==> images/ff_map.png <==
Other sequential cells in the stronger gray, the rest of the logic in the fainter gray.
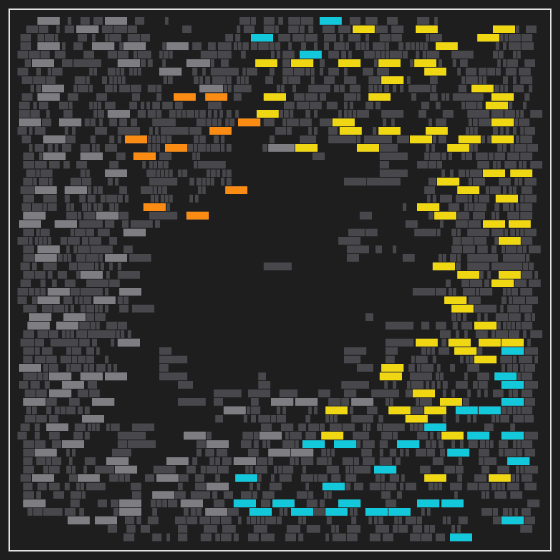
==> images/sizing.png <==
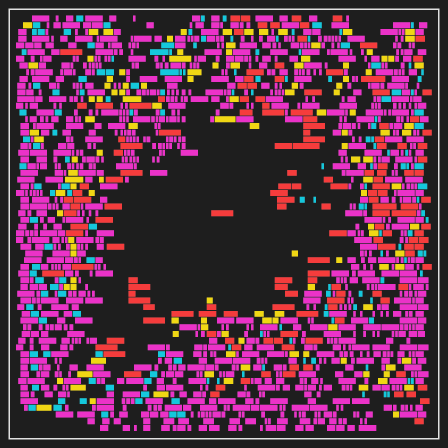
==> images/congestion_map.png <==
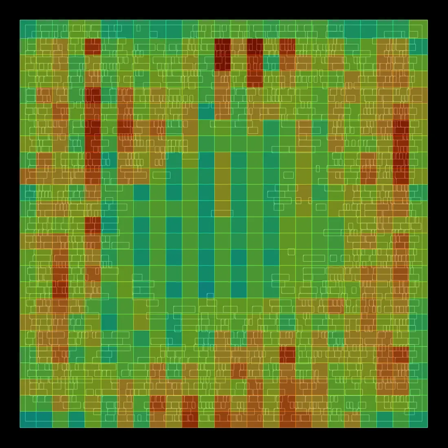
==> images/util_map.png <==
The die is cut into 17 by 17 equal tiles; black is low, pale yellow is high, 0 to 100% covered.
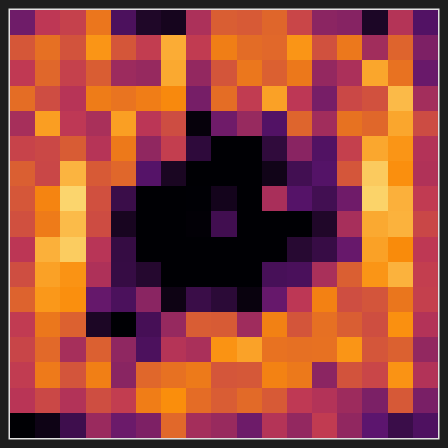
==> images/class_map.png <==
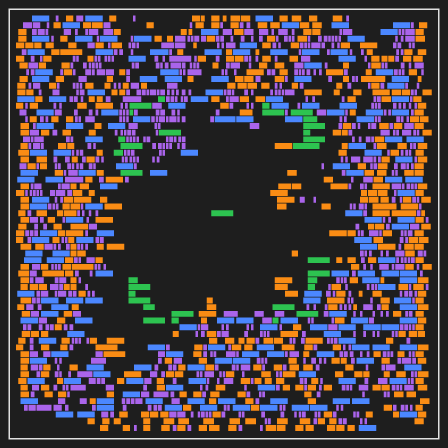
### src/rtl/tl_mmio_client.sv
// tl_mmio_client
//   Single-outstanding uncached TileLink client. A simple register command
//   (read or write of one 64-bit lane) becomes a single-beat built-in Get or
//   Put Acquire. The matching Grant comes back as a response. A transaction-ID
//   check and an optional grant timeout make sure that a wedged or confused
//   manager cannot hang the requester.
//
// Ports
//   clk, reset              clock; synchronous active-high reset
//   cmd_*                   command channel (valid/ready), accepted only in IDLE
//   rsp_*                   response channel (valid/ready), data held until accepted
//   io_tl_acquire_*         outgoing Acquire (valid/ready)
//   io_tl_grant_*           incoming Grant (always ready)
//   busy                    high whenever a transaction is in progress
//   err_unexpected_grant    sticky flag for stray or wrong-ID grants
//
// Handshake rule for every channel: a transfer happens on the rising clock
// edge where valid and ready are both high. A source keeps valid and its
// payload stable until that edge.
module tl_mmio_client #(
    parameter int unsigned TIMEOUT_CYCLES = 1024
) (
    input  logic        clk,
    input  logic        reset,

    input  logic        cmd_valid,
    output logic        cmd_ready,
    input  logic        cmd_write,
    input  logic [31:0] cmd_addr,
    input  logic [63:0] cmd_wdata,
    input  logic [7:0]  cmd_wmask,

    output logic        rsp_valid,
    input  logic        rsp_ready,
    output logic [63:0] rsp_rdata,
    output logic        rsp_err,

    input  logic        io_tl_acquire_ready,
    output logic        io_tl_acquire_valid,
    output logic [25:0] io_tl_acquire_bits_addr_block,
    output logic [1:0]  io_tl_acquire_bits_client_xact_id,
    output logic [2:0]  io_tl_acquire_bits_addr_beat,
    output logic        io_tl_acquire_bits_is_builtin_type,
    output logic [2:0]  io_tl_acquire_bits_a_type,
    output logic [11:0] io_tl_acquire_bits_union,
    output logic [63:0] io_tl_acquire_bits_data,

    output logic        io_tl_grant_ready,
    input  logic        io_tl_grant_valid,
    input  logic [2:0]  io_tl_grant_bits_addr_beat,
    input  logic [1:0]  io_tl_grant_bits_client_xact_id,
    input  logic        io_tl_grant_bits_manager_xact_id,
    input  logic        io_tl_grant_bits_is_builtin_type,
    input  logic [3:0]  io_tl_grant_bits_g_type,
    input  logic [63:0] io_tl_grant_bits_data,

    output logic        busy,
    output logic        err_unexpected_grant
);

    typedef enum logic [1:0] {
        ST_IDLE = 2'd0,
        ST_ACQ  = 2'd1,
        ST_GNT  = 2'd2,
        ST_RSP  = 2'd3
    } state_t;

    localparam logic [2:0] A_TYPE_GET      = 3'd0;
    localparam logic [2:0] A_TYPE_PUT      = 3'd2;
    localparam logic [3:0] G_TYPE_PUT_ACK  = 4'd3;
    localparam logic [3:0] G_TYPE_GET_DATA = 4'd4;

    // The counter only has to reach TIMEOUT_CYCLES-1.
    localparam int CNT_W = (TIMEOUT_CYCLES > 1) ? $clog2(TIMEOUT_CYCLES) : 1;
    localparam logic [CNT_W-1:0] CNT_LAST =
        CNT_W'((TIMEOUT_CYCLES == 0) ? 0 : TIMEOUT_CYCLES - 1);
    localparam bit TIMEOUT_EN = (TIMEOUT_CYCLES != 0);

    state_t            state_q, state_d;
    logic [1:0]        xact_id_q, xact_id_d;
    logic [CNT_W-1:0]  cnt_q, cnt_d;
    logic              write_q, write_d;
    logic [31:0]       addr_q, addr_d;
    logic [63:0]       wdata_q, wdata_d;
    logic [7:0]        wmask_q, wmask_d;
    logic [63:0]       rsp_rdata_q, rsp_rdata_d;
    logic              rsp_err_q, rsp_err_d;
    logic              err_unexp_q, err_unexp_d;

    logic              grant_id_match;
    logic              grant_bad;
    logic [3:0]        expected_g_type;
    logic              timeout_hit;

    // The grant beat and manager ID carry nothing this client needs.
    logic              unused_grant_bits;
    assign unused_grant_bits = ^{io_tl_grant_bits_addr_beat,
                                 io_tl_grant_bits_manager_xact_id};

    assign expected_g_type = write_q ? G_TYPE_PUT_ACK : G_TYPE_GET_DATA;
    assign grant_id_match  = io_tl_grant_valid &&
                             (io_tl_grant_bits_client_xact_id == xact_id_q);
    assign grant_bad       = !io_tl_grant_bits_is_builtin_type ||
                             (io_tl_grant_bits_g_type != expected_g_type);
    assign timeout_hit     = TIMEOUT_EN && (cnt_q == CNT_LAST);

    always_comb begin
        state_d     = state_q;
        xact_id_d   = xact_id_q;
        cnt_d       = cnt_q;
        write_d     = write_q;
        addr_d      = addr_q;
        wdata_d     = wdata_q;
        wmask_d     = wmask_q;
        rsp_rdata_d = rsp_rdata_q;
        rsp_err_d   = rsp_err_q;
        err_unexp_d = err_unexp_q;

        case (state_q)
            ST_IDLE: begin
                if (cmd_valid) begin
                    write_d = cmd_write;
                    addr_d  = cmd_addr;
                    wdata_d = cmd_wdata;
                    wmask_d = cmd_wmask;
                    state_d = ST_ACQ;
                end
            end
            ST_ACQ: begin
                if (io_tl_acquire_ready) begin
                    cnt_d   = '0;
                    state_d = ST_GNT;
                end
            end
            ST_GNT: begin
                if (grant_id_match) begin
                    // A matching grant beats a timeout landing in the same cycle.
                    rsp_err_d   = grant_bad;
                    rsp_rdata_d = (!write_q && !grant_bad) ? io_tl_grant_bits_data : 64'd0;
                    state_d     = ST_RSP;
                end else begin
                    // A wrong-ID grant is swallowed; the wait continues.
                    if (io_tl_grant_valid) begin
                        err_unexp_d = 1'b1;
                    end
                    if (timeout_hit) begin
                        rsp_err_d   = 1'b1;
                        rsp_rdata_d = 64'd0;
                        state_d     = ST_RSP;
                    end else begin
                        cnt_d = cnt_q + CNT_W'(1);
                    end
                end
            end
            ST_RSP: begin
                if (rsp_ready) begin
                    // The ID advances after errors too, so a late grant for
                    // the abandoned transaction cannot match the next one.
                    xact_id_d = xact_id_q + 2'd1;
                    state_d   = ST_IDLE;
                end
            end
            default: state_d = ST_IDLE;
        endcase

        // Nothing is outstanding outside GNT, so any grant is stray.
        if (io_tl_grant_valid && (state_q != ST_GNT)) begin
            err_unexp_d = 1'b1;
        end
    end

    always_ff @(posedge clk) begin
        if (reset) begin
            state_q     <= ST_IDLE;
            xact_id_q   <= 2'd0;
            cnt_q       <= '0;
            write_q     <= 1'b0;
            addr_q      <= 32'd0;
            wdata_q     <= 64'd0;
            wmask_q     <= 8'd0;
            rsp_rdata_q <= 64'd0;
            rsp_err_q   <= 1'b0;
            err_unexp_q <= 1'b0;
        end else begin
            state_q     <= state_d;
            xact_id_q   <= xact_id_d;
            cnt_q       <= cnt_d;
            write_q     <= write_d;
            addr_q      <= addr_d;
            wdata_q     <= wdata_d;
            wmask_q     <= wmask_d;
            rsp_rdata_q <= rsp_rdata_d;
            rsp_err_q   <= rsp_err_d;
            err_unexp_q <= err_unexp_d;
        end
    end

    // All outputs are decodes of registered state or registered fields.
    assign cmd_ready = (state_q == ST_IDLE);
    assign busy      = (state_q != ST_IDLE);
    assign rsp_valid = (state_q == ST_RSP);
    assign rsp_rdata = rsp_rdata_q;
    assign rsp_err   = rsp_err_q;
    assign err_unexpected_grant = err_unexp_q;

    assign io_tl_acquire_valid                = (state_q == ST_ACQ);
    assign io_tl_acquire_bits_addr_block      = addr_q[31:6];
    assign io_tl_acquire_bits_addr_beat       = addr_q[5:3];
    assign io_tl_acquire_bits_client_xact_id  = xact_id_q;
    assign io_tl_acquire_bits_is_builtin_type = 1'b1;
    assign io_tl_acquire_bits_a_type          = write_q ? A_TYPE_PUT : A_TYPE_GET;
    // Get: byte offset, 64-bit operand size, unused bits, alloc.
    // Put: write mask, alloc.
    assign io_tl_acquire_bits_union = write_q ? {3'h0, wmask_q, 1'b1}
                                              : {addr_q[2:0], 3'h3, 5'h00, 1'b1};
    assign io_tl_acquire_bits_data  = write_q ? wdata_q : 64'd0;

    assign io_tl_grant_ready = 1'b1;

endmodule

### config.mk
export PLATFORM = sky130hd
export DESIGN_NAME = tl_mmio_client
export DESIGN_NICKNAME = d
export VERILOG_FILES = /design/src/rtl/tl_mmio_client.sv
export SDC_FILE = /design/constraint.sdc
export NUM_CORES = 1
export LEC_CHECK = 0
export ABC_AREA = 1
export CAP_MARGIN = 20
export CELL_PAD_IN_SITES_DETAIL_PLACEMENT = 0
export CELL_PAD_IN_SITES_GLOBAL_PLACEMENT = 1
export CORE_MARGIN = 2
export CORE_UTILIZATION = 28
export CTS_CLUSTER_SIZE = 10
export DETAILED_ROUTE_END_ITERATION = 12
export PLACE_DENSITY = 0.82
export SKIP_LAST_GASP = 1
export SLEW_MARGIN = 15
export SYNTH_ARGS = -nofsm -noshare
export SYNTH_HDL_FRONTEND = slang
export SYNTH_SLANG_ARGS = --single-unit
### constraint.sdc
create_clock -name clk -period 1.9 [get_ports clk]
set_input_delay 0.57 -clock clk [delete_from_list [all_inputs] [get_ports clk]]
set_output_delay 0.57 -clock clk [all_outputs]
set_load 0.01 [all_outputs]
==> run summary <==
WL met3 -> 2000 um
min-delay src -> rsp_rdata[53]
main logic family after synthesis -> simple AND/OR/NAND/NOR gates
Clock buf/inv share -> 4.12%
P_comb -> 5.91 mW
worst reg2reg path startpoint -> write_q
Clock Sinks -> 185
leak pwr -> 7.14 nW
nets@finish -> 1726
flop share of the area -> 25.7%
setup tns final -> -3490 ps
cell area after synthesis -> 0.00804 mm2
logic area -> 0.00403 mm2
Setup Skew -> 19.8 ps
ys flop type -> dfxtp_1
Net Switching -> 5.23 mW
largest net degree at the start of global routing -> 44
Max-Cap Viols -> 0
final std cells w/o fill -> 1931
Crit Path Category -> register to primary output
Final Cell Area -> 0.0144 mm2
Period minus WS final -> 2060 ps
fillers -> 2757
Yosys reg bits -> 185
family with the most delay on the worst path -> flip-flops
run status -> finished, violations left
CTS tree -> done
H-tree Lvls -> 4
Top cell excl fill/tap -> nor2_1
Async SR Flop Fraction -> 0%
post-cts gate resize count -> 467
Post-Place Cells -> 1841
Worst Hold Class -> register to register
YS chip area -> 0.00804 mm2
I/O pin count -> 368
pre-CTS WS -> -300 ps
sequential group power -> 5.17 mW
via count -> 8550
DIE AREA -> 0.0301 mm2
DRT iter0 DRCs -> 377
clkbuf count -> 18
WP buf/inv -> 4
Setup crit end -> io_tl_acquire_bits_union[6]
XOR Share, Synth -> 0.109%
CTS root buf -> clkbuf_16
Slew Viols, Final -> 0
ao+oa area frac -> 13.7%
syn_area_per_cell -> 7.05 um2
WL met2 -> 13800 um
Largest area class, layout -> non-clock buffers
most frequent cells in the layout -> nor2_1, dfxtp_1, clkdlybuf4s50_1
final worst slack -> -155 ps
CP required -> 1330 ps
Post-CTS Hold Buffers -> 0
drt total wl -> 28500 um
clk ins delay skew pair -> 440 ps
Top pwr grp -> combinational cells
Hold Path Depth -> 2
postcts setup bufs -> 28
first-pass GRT wire length -> 42700 um
Port Buffer Count -> 358
MUX share of area -> 0%
Reg-to-Reg End -> rsp_rdata[24]
Comb area share -> 28.0%
Signal buf overhead -> 35.8%
Mapped Cells -> 1141
initial antenna violation count -> 0
Worst EP arrival -> 1490 ps
Levels on crit path -> 5
crit-path max FO -> 6
Well Taps -> 384
final setup violation count -> 60
uppermost routed layer -> met4
registers -> 185
WL met1 -> 12300 um
post-synthesis adder-cell area fraction -> 0.934%
crit path launch -> write_q
Die Width -> 173 um
post-DP HPWL -> 18900 um
Max VDD drop -> 0.000522 V
post-synth cell types -> 31
failing checks -> negative setup slack
tool warnings -> 36
Fmax -> 487 MHz
Reg area -> 0.00371 mm2
Antenna Cells -> 0
Back to the opening pictures, ff_map.png:
| color | signal | sequential cells |
|---|---|---|
| orange | cnt_q | 10 |
| yellow | wdata_q | 64 |
| cyan | addr_q | 32 |
not colored: 79

Back to the opening pictures, sizing.png:
| color | size | cells | share |
|---|---|---|---|
| red | x6 and larger | 156 | 10% |
| magenta | x1 and smaller | 1108 | 72% |
| yellow | x3 and x4 | 125 | 8.1% |
| cyan | x2 | 158 | 10% |

Back to the opening pictures, congestion_map.png:
M3 GR Usage: 5.75%
busiest grt layer: met2
wire per inst: 14.8 um
fin util: 50.6%
global-route usage over all layers: 17.6%

Back to the opening pictures, util_map.png:
fullest tile: 91%
mean over tiles: 46%
tiles over 75% full: 13%

Back to the opening pictures, class_map.png:
| color | class | cells |
|---|---|---|
| green | clock drivers and dummy loads | 32 |
| orange | remaining buffers and delay cells | 481 |
| purple | remaining logic cells | 849 |
| blue | registers | 185 |

Power and IR drop assume default switching activity.
